===== src/rtl/div_pkg.sv =====
// div_pkg: shared FSM state type, default width and counter sizing for seq_divider.
package div_pkg;
  localparam int DEF_W = 32;
  typedef enum logic [2:0] {IDLE, PREP, CALC, FIX, DONE} state_e;
  function automatic int cnt_w(input int w);
    return $clog2(w + 1);
  endfunction
  localparam int CNT_W = cnt_w(DEF_W);
endpackage


===== src/rtl/div_step.sv =====
// div_step: one restoring radix-2 step, shift in a dividend bit, trial subtract, keep or restore.
module div_step #(
  parameter int W = 32
) (
  input  logic [W:0]   rem_i,
  input  logic         bit_i,
  input  logic [W-1:0] div_i,
  output logic [W:0]   rem_o,
  output logic         q_o
);
  logic [W+1:0] sh;
  logic [W+1:0] diff;
  assign sh    = {rem_i, bit_i};
  assign diff  = sh - {2'b0, div_i};
  assign q_o   = ~diff[W+1];
  assign rem_o = q_o ? diff[W:0] : sh[W:0];
endmodule


===== src/rtl/seq_divider.sv =====
// seq_divider: multi-cycle signed/unsigned restoring divider with valid/ready handshakes.
module seq_divider
  import div_pkg::*;
#(
  parameter int DATA_WIDTH = DEF_W
) (
  input  logic                  clk,
  input  logic                  rst,
  input  logic                  in_valid,
  output logic                  in_ready,
  input  logic                  sign,
  input  logic [DATA_WIDTH-1:0] dividend,
  input  logic [DATA_WIDTH-1:0] divisor,
  output logic                  out_valid,
  input  logic                  out_ready,
  output logic [DATA_WIDTH-1:0] quotient,
  output logic [DATA_WIDTH-1:0] remainder,
  output logic                  div_by_zero
);
  localparam int W  = DATA_WIDTH;
  localparam int CW = cnt_w(W);
  state_e state_q, state_d;
  logic [W-1:0] dvd_q, dvd_d, dvs_q, dvs_d, a_q, a_d, b_q, b_d, quot_q, quot_d, rem_q, rem_d;
  logic [W:0] r_q, r_d, step_r;
  logic [CW-1:0] cnt_q, cnt_d;
  logic sgn_q, sgn_d, qneg_q, qneg_d, rneg_q, rneg_d, zero_q, zero_d, dbz_q, dbz_d;
  logic step_q, acc, prep, calc, fix;
  div_step #(.W(W)) u_step (
    .rem_i(r_q),
    .bit_i(a_q[W-1]),
    .div_i(b_q),
    .rem_o(step_r),
    .q_o  (step_q)
  );
  always_ff @(posedge clk or posedge rst) begin
    if (rst) state_q <= IDLE;
    else     state_q <= state_d;
  end
  always_comb begin
    state_d = state_q;
    case (state_q)
      IDLE:    state_d = in_valid ? PREP : IDLE;
      PREP:    state_d = (dvs_q == '0) ? FIX : CALC;
      CALC:    state_d = (cnt_q == CW'(1)) ? FIX : CALC;
      FIX:     state_d = DONE;
      DONE:    state_d = out_ready ? IDLE : DONE;
      default: state_d = IDLE;
    endcase
  end
  always_comb begin
    in_ready  = state_q == IDLE;
    out_valid = state_q == DONE;
  end
  assign acc  = in_valid & in_ready;
  assign prep = state_q == PREP;
  assign calc = state_q == CALC;
  assign fix  = state_q == FIX;
  // a_q holds the dividend magnitude and collects quotient bits as it shifts out
  always_comb begin
    dvd_d  = acc ? dividend : dvd_q;
    dvs_d  = acc ? divisor : dvs_q;
    sgn_d  = acc ? sign : sgn_q;
    a_d    = prep ? ((sgn_q & dvd_q[W-1]) ? -dvd_q : dvd_q) : calc ? {a_q[W-2:0], step_q} : a_q;
    b_d    = prep ? ((sgn_q & dvs_q[W-1]) ? -dvs_q : dvs_q) : b_q;
    r_d    = prep ? '0 : calc ? step_r : r_q;
    cnt_d  = prep ? CW'(W) : calc ? cnt_q - 1'b1 : cnt_q;
    qneg_d = prep ? sgn_q & (dvd_q[W-1] ^ dvs_q[W-1]) : qneg_q;
    rneg_d = prep ? sgn_q & dvd_q[W-1] : rneg_q;
    zero_d = prep ? dvs_q == '0 : zero_q;
    quot_d = fix ? (zero_q ? '1 : qneg_q ? -a_q : a_q) : quot_q;
    rem_d  = fix ? (zero_q ? dvd_q : rneg_q ? -r_q[W-1:0] : r_q[W-1:0]) : rem_q;
    dbz_d  = fix ? zero_q : dbz_q;
  end
  always_ff @(posedge clk or posedge rst) begin
    if (rst) begin
      dvd_q  <= '0;
      dvs_q  <= '0;
      sgn_q  <= 1'b0;
      a_q    <= '0;
      b_q    <= '0;
      r_q    <= '0;
      cnt_q  <= '0;
      qneg_q <= 1'b0;
      rneg_q <= 1'b0;
      zero_q <= 1'b0;
      quot_q <= '0;
      rem_q  <= '0;
      dbz_q  <= 1'b0;
    end else begin
      dvd_q  <= dvd_d;
      dvs_q  <= dvs_d;
      sgn_q  <= sgn_d;
      a_q    <= a_d;
      b_q    <= b_d;
      r_q    <= r_d;
      cnt_q  <= cnt_d;
      qneg_q <= qneg_d;
      rneg_q <= rneg_d;
      zero_q <= zero_d;
      quot_q <= quot_d;
      rem_q  <= rem_d;
      dbz_q  <= dbz_d;
    end
  end
  assign quotient    = quot_q;
  assign remainder   = rem_q;
  assign div_by_zero = dbz_q;
endmodule


===== config.mk =====
export PLATFORM = sky130hd
export DESIGN_NAME = seq_divider
export DESIGN_NICKNAME = d
export VERILOG_FILES = /design/src/rtl/div_pkg.sv /design/src/rtl/div_step.sv /design/src/rtl/seq_divider.sv
export SDC_FILE = /design/constraint.sdc
export NUM_CORES = 1
export LEC_CHECK = 0
export CAP_MARGIN = 30
export CORE_MARGIN = 2
export CORE_UTILIZATION = 40
export CTS_CLUSTER_DIAMETER = 80
export DETAILED_ROUTE_END_ITERATION = 8
export GPL_ROUTABILITY_DRIVEN = 1
export GPL_TIMING_DRIVEN = 0
export HOLD_SLACK_MARGIN = 0.06
export SLEW_MARGIN = 25
export SYNTH_ARGS = -nofsm -noshare
export SYNTH_HDL_FRONTEND = slang
export SYNTH_SLANG_ARGS = --single-unit
export TNS_END_PERCENT = 100

===== constraint.sdc =====
create_clock -name clk -period 16 [get_ports clk]
set_input_delay 1.6 -clock clk [delete_from_list [all_inputs] [get_ports clk]]
set_output_delay 1.6 -clock clk [all_outputs]
set_load 0.01 [all_outputs]

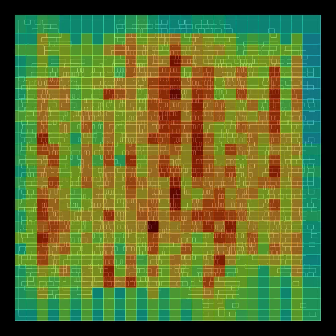
Figure 1: run 1, congestion heat map.
final design utilization: 0.491
global-route track usage on met2: 0.401

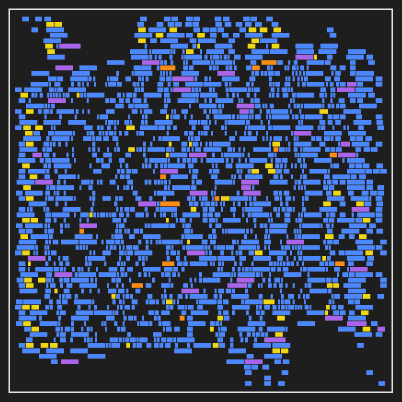
Figure 2: run 1, drive-strength map.
Drawn at 2 px/µm.
[drive 3 to 4] orange | cells: 13 | share: 0.75%
[drive 1 or less] blue | cells: 1597 | share: 92%
[drive 2] yellow | cells: 88 | share: 5.1%
[drive 6 and up] purple | cells: 40 | share: 2.3%

==> PnR_summary.wiki, run 1 <==
=== Physical design figures ===
{| class="wikitable"
! Metric !! Value
|-
| Number of I/O port buffers || between 100 and 150
|-
| Max Clk Rate || ~270 MHz
|-
| Warning total across the stage logs || 27
|-
| Count of different cell masters after synthesis || approximately 72
|-
| Signal buffers share of area || 0.104
|-
| Max-cap violations || 0
|-
| Slowest Stage Delay on Critical Path || approximately 0.45 ns
|-
| Largest power group || combinational cells
|-
| Die Y || around 190 µm
|-
| Worst clock skew || about 0.021 ns
|-
| Post-synth top area share || 0.428
|-
| Via Count || ~12000
|-
| Number of CTS-inserted buffers || 29
|-
| Relative contribution of the clock network to total power || 0.161
|-
| Via density per instance || about 5.5
|-
| Sequential Power Share || 0.302
|-
| Clock transition time at the flip-flop clock pins of the worst setup and hold paths || ~0.06 ns
|-
| Share of cell area taken by flip-flops and latches || 0.353
|-
| Post-CTS Hold Buffers || 0
|-
| Yosys warning tally || 0
|-
| Slew headroom || 0.396
|-
| Total Power Consumption || about 0.0041 W
|-
| First DRT Iteration DRCs || about 660
|-
| Worst-path maximum fanout || 5
|-
| Number of search-and-repair iterations in the first detailed-routing pass || 5
|-
| Sw Ratio || 0.451
|-
| Fp util || 0.405
|-
| Category of cells accounting for the largest share of critical-path delay || AND-OR/OR-AND gates
|-
| Layout overhead on the synthesized area || 21.2%
|-
| Outcome || completed
|-
| TritonCTS clock tree || built
|-
| Chip area line of the yosys report || between 10000 and 15000 µm²
|-
| Arr. time, crit path || approximately 4.1 ns
|}
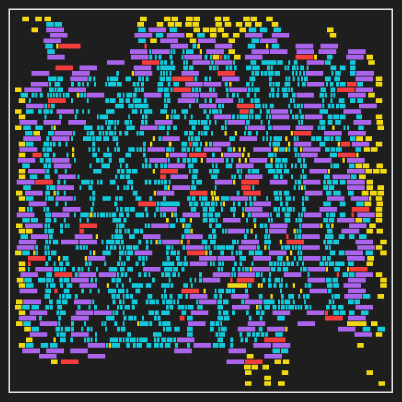
Figure 3: run 1, cell classes on the final placement.
Drawn at 2 px/µm.
[flip-flops] purple | cells: 239 | share of their area: 37%
[other buffers and delay cells] yellow | cells: 228 | share of their area: 11%
[clock drivers and dummy loads] red | cells: 52 | share of their area: 5.9%
[all other logic] cyan | cells: 1219 | share of their area: 47%

-- run 1: final timing paths --
path	slack, ns	endpoint	from	depth (start not counted)
max in group asynchronous	13.27	dvs_q[27]	rst	4
worst max register to register	12.30	r_q[30]	a_q[31]	13
worst max-delay path	12.30	r_q[30]	a_q[31]	13
worst min register to register	0.48	b_q[13]	b_q[13]	2
min in group asynchronous	1.46	dvd_q[24]	rst	2
worst min-delay path	0.48	b_q[13]	b_q[13]	2
-- run 1: per-layer routing --
layer / GRT usage / vias to the layer above / wire length (µm)
li1: - / 5799 / -
met1: 0.297 / 5818 / 18000
met2: 0.401 / 292 / 20100
met3: 0.0223 / 69 / 1800
met4: 0.0641 / 0 / 1090
met5: 0 / - / 0
Figure 4. Close-up of the layout (run 1).
Region (35, 131) to (60, 156) µm. Cells in grey, sequential cells in the stronger grey; small squares are vias.
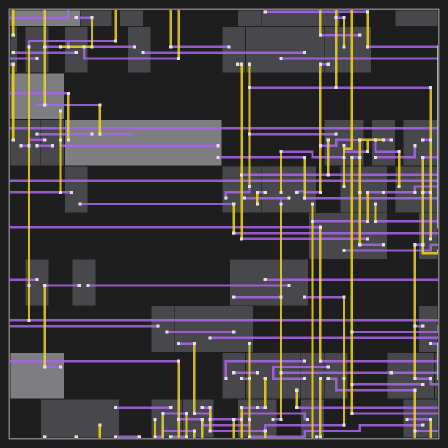

==> run 2, diff against run 1 <==
- clock period: 16 -> 3.2 ns (I/O delays scaled with it)
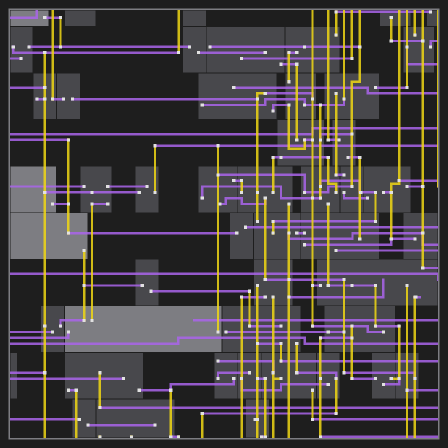
Figure 5: run 2, close-up of the layout.
Region (35, 131) to (60, 156) µm. Cells in grey, sequential cells in the stronger grey; small squares are vias.
[met2] yellow
[met1] purple
netlist names of flops here include: `b_q` (1)
most frequent: inv_1 (7), ha_1 (6)
cells with their middle in the window: 40
sequential cells in the window: 1

==> run 2 against run 1 <==
Effect of this change: die area unchanged; clock power grew to 4.8 times the previous value; first-iteration DRC count rose by 3.8%; fmax is 19% higher; utilization is 1.1 points higher; hold slack lost 0.39 ns; final cell count increased by 0.87%; highest routed layer unchanged; non-clock buffer count increased by 24; global-route usage rose by 0.23 points.
==> PnR_summary.wiki, run 2 <==
=== Physical design figures ===
{| class="wikitable"
! Metric !! Value
|-
| Arr. time, crit path || 3.53 ns (was 4.12 ns)
|-
| Highest-count logic cell in the final layout || sky130_fd_sc_hd__dfrtp_1 (unchanged)
|-
| Global-route track usage on met2 || 0.407 (was 0.401)
|-
| Slowest Stage Delay on Critical Path || 0.44 ns (was 0.45 ns)
|-
| Number of search-and-repair iterations in the first detailed-routing pass || 5 (unchanged)
|-
| Outcome || completed (unchanged)
|-
| Sw Ratio || 0.448 (was 0.451)
|-
| Met3 layer usage reported by global route || 0.0267 (was 0.0223)
|-
| Via density per instance || 5.46 (about the same)
|-
| Die Y || 191 µm (unchanged)
|-
| Final design utilization || 0.502 (was 0.491)
|-
| Max Clk Rate || 323 MHz (was 270 MHz)
|-
| TritonCTS clock tree || built (unchanged)
|-
| Sequential Power Share || 0.293 (was 0.302)
|-
| Worst-path maximum fanout || 3 (was 5)
|-
| Via Count || 12100 (was 12000)
|-
| Slew headroom || 0.384 (was 0.396)
|-
| Layout overhead on the synthesized area || 24.0% (was 21.2%)
|-
| Number of CTS-inserted buffers || 28 (was 29)
|-
| Count of different cell masters after synthesis || 72 (unchanged)
|-
| Most Crowded Layer GR || met2 (unchanged)
|-
| M1 wire length || 17700 µm (was 18000 µm)
|-
| Number of I/O port buffers || 135 (unchanged)
|-
| Fp util || 0.405 (unchanged)
|-
| M1 GR Usage || 0.294 (was 0.297)
|-
| Post-synth top area share || 0.428 (unchanged)
|-
| Total Power Consumption || 0.0213 W (was 0.00414 W)
|-
| Worst clock skew || 0.0190 ns (was 0.0210 ns)
|-
| Post-CTS Hold Buffers || 0 (unchanged)
|-
| Top routing layer used || met4 (unchanged)
|-
| First DRT Iteration DRCs || 680 (was 655)
|-
| Max-cap violations || 0 (unchanged)
|-
| Relative contribution of the clock network to total power || 0.151 (was 0.161)
|}
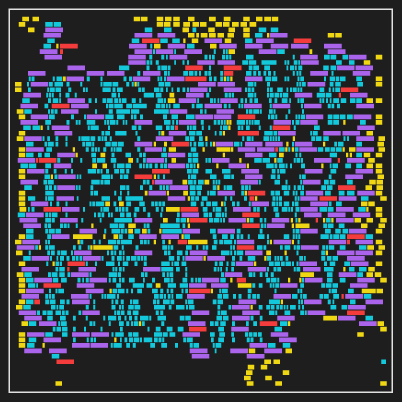
Figure 6: run 2, cell classes on the final placement.
Drawn at 2 px/µm.
[other buffers and delay cells] yellow | cells: 252 | share of their area: 12%
[all other logic] cyan | cells: 1219 | share of their area: 46%
[flip-flops] purple | cells: 239 | share of their area: 36%
[clock drivers and dummy loads] red | cells: 48 | share of their area: 5.5%

run 2: cell count changes in the layout (fill, tap and decap cells not counted), sizes merged:
| cell | delta |
|---|---|
| buf | +25 |
| clkbuf | -3 |
| clkinv | -1 |
| diode | -1 |
| inv | -1 |
run 2: path summary, 6_finish.rpt:
path,cells past startpoint,end,start
max,14,r_q[30],a_q[31]
min,2,quotient[28],rst
max reg2reg,14,r_q[30],a_q[31]
min reg2reg,2,b_q[13],b_q[13]
max in group asynchronous,6,div_by_zero,rst
min in group clk,3,dvs_q[12],divisor[12]
run 2: layout make-up:
cell class / count / area, µm²
clock buffer: 39 / 793
clock inverter: 9 / 126
timing repair buffer: 162 / 1700
inverter: 58 / 224
multi-input combinational: 1161 / 7540
fill: 3271 / 17100
sequential: 239 / 5980
tap: 455 / 569
buffer: 90 / 370
Figure 7. Signal wires on met1 (run 2).
Drawn at 2 px/µm.
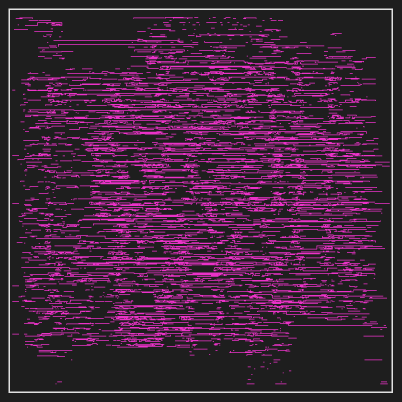

==> run 3, diff against run 2 <==
- CORE_ASPECT_RATIO: not set -> 0.6
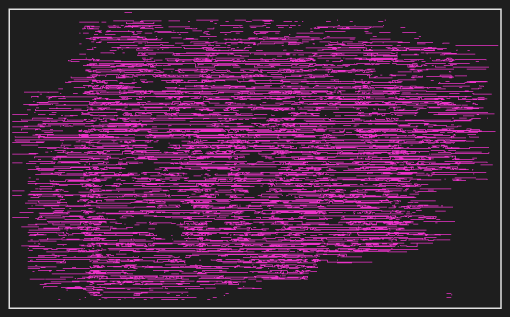
Figure 8: run 3, signal wires on met1.
Drawn at 2 px/µm.
share of all routed wire: 51%
main direction: horizontal

==> run 3 against run 2 <==
Effect of this change: fmax decreased by 0.33%; area after synthesis unchanged; final area about the same; non-clock buffer count is 2 lower; clock-buffer cell count fell by 6; sequential share of layout area hardly changed; total power is 2.5% higher; die area increased by 0.14%; critical path depth is 2 lower; clock power grew 4%; clock skew rose by 0.0097 ns; critical path type unchanged; critical endpoint is now r_q[20]; highest routed layer unchanged.
==> PnR_summary.wiki, run 3 <==
=== Physical design figures ===
{| class="wikitable"
! Metric !! Value
|-
| Sequential Power Share || 0.288 (was 0.293)
|-
| Layout overhead on the synthesized area || 24.0% (about the same)
|-
| Total length of routed met2 wires || 16900 µm (was 20700 µm)
|-
| Arr. time, crit path || 3.50 ns (was 3.53 ns)
|-
| Number of inserted filler cells in the final layout || 3245 (was 3271)
|-
| Post-CTS Hold Buffers || 0 (unchanged)
|-
| Highest-count logic cell in the final layout || sky130_fd_sc_hd__dfrtp_1 (unchanged)
|-
| Count of different cell masters after synthesis || 72 (unchanged)
|-
| Fp util || 0.410 (was 0.405)
|-
| Critical Path Source || r_q[3] (was a_q[31])
|-
| Warning total across the stage logs || 29 (unchanged)
|-
| Number of I/O port buffers || 135 (unchanged)
|-
| Crit. path cell count || 12 (was 14)
|-
| Sw Ratio || 0.458 (was 0.448)
|-
| Global-route track usage on met2 || 0.314 (was 0.407)
|-
| Met3 layer usage reported by global route || 0.0695 (was 0.0267)
|-
| M1 wire length || 23200 µm (was 17700 µm)
|-
| First DRT Iteration DRCs || 1387 (was 680)
|-
| Final design utilization || 0.509 (was 0.502)
|-
| Post-synth top area share || 0.428 (unchanged)
|-
| Area used by multi-input combinational logic || 7560 µm² (was 7540 µm²)
|-
| Met3 wire length || 4770 µm (was 1870 µm)
|-
| End of the worst register-to-register path || r_q[20] (was r_q[30])
|-
| Via Count || 12600 (was 12100)
|-
| Yosys warning tally || 0 (unchanged)
|-
| R2r setup slk || 0.09 ns (was 0.10 ns)
|-
| Outcome || completed (unchanged)
|-
| Category of cells accounting for the largest share of critical-path delay || AND-OR/OR-AND gates (unchanged)
|}
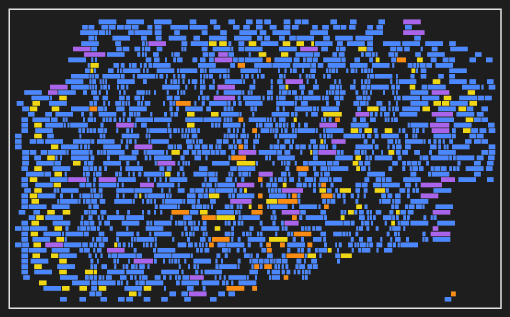
Figure 9: run 3, drive-strength map.
Drawn at 2 px/µm.
[drive 1 or less] blue | cells: 1568 | share: 89%
[drive 3 to 4] orange | cells: 37 | share: 2.1%
[drive 2] yellow | cells: 103 | share: 5.9%
[drive 6 and up] purple | cells: 45 | share: 2.6%

-- run 3: through the flow --
stage	setup WS (ns)	area, µm²
5_1_grt	-0.0308	17300
3_3_place_gp	-2.21	15900
3_5_place_dp	-0.377	16100
4_1_cts	-0.00107	17100
2_1_floorplan	-0.254	14000
6_report	0.0916	17300
-- run 3: layout make-up --
| cell class | count | share of cell area |
|---|---|---|
| repair buffers | 160 | 0.0973 |
| inverters | 58 | 0.0128 |
| clock inverters | 12 | 0.0138 |
| well taps | 459 | 0.0332 |
| flip-flops and latches | 239 | 0.346 |
| clock buffers | 33 | 0.0390 |
| plain buffers | 90 | 0.0211 |
| multi-input cells | 1161 | 0.437 |
-- run 3: timing repair --
action,CTS,global route
endpoints found under the setup margin,33,37
resized,12,35
buffers inserted,5,10
pin swaps,4,8
Power is estimated from default activity; no workload was simulated.
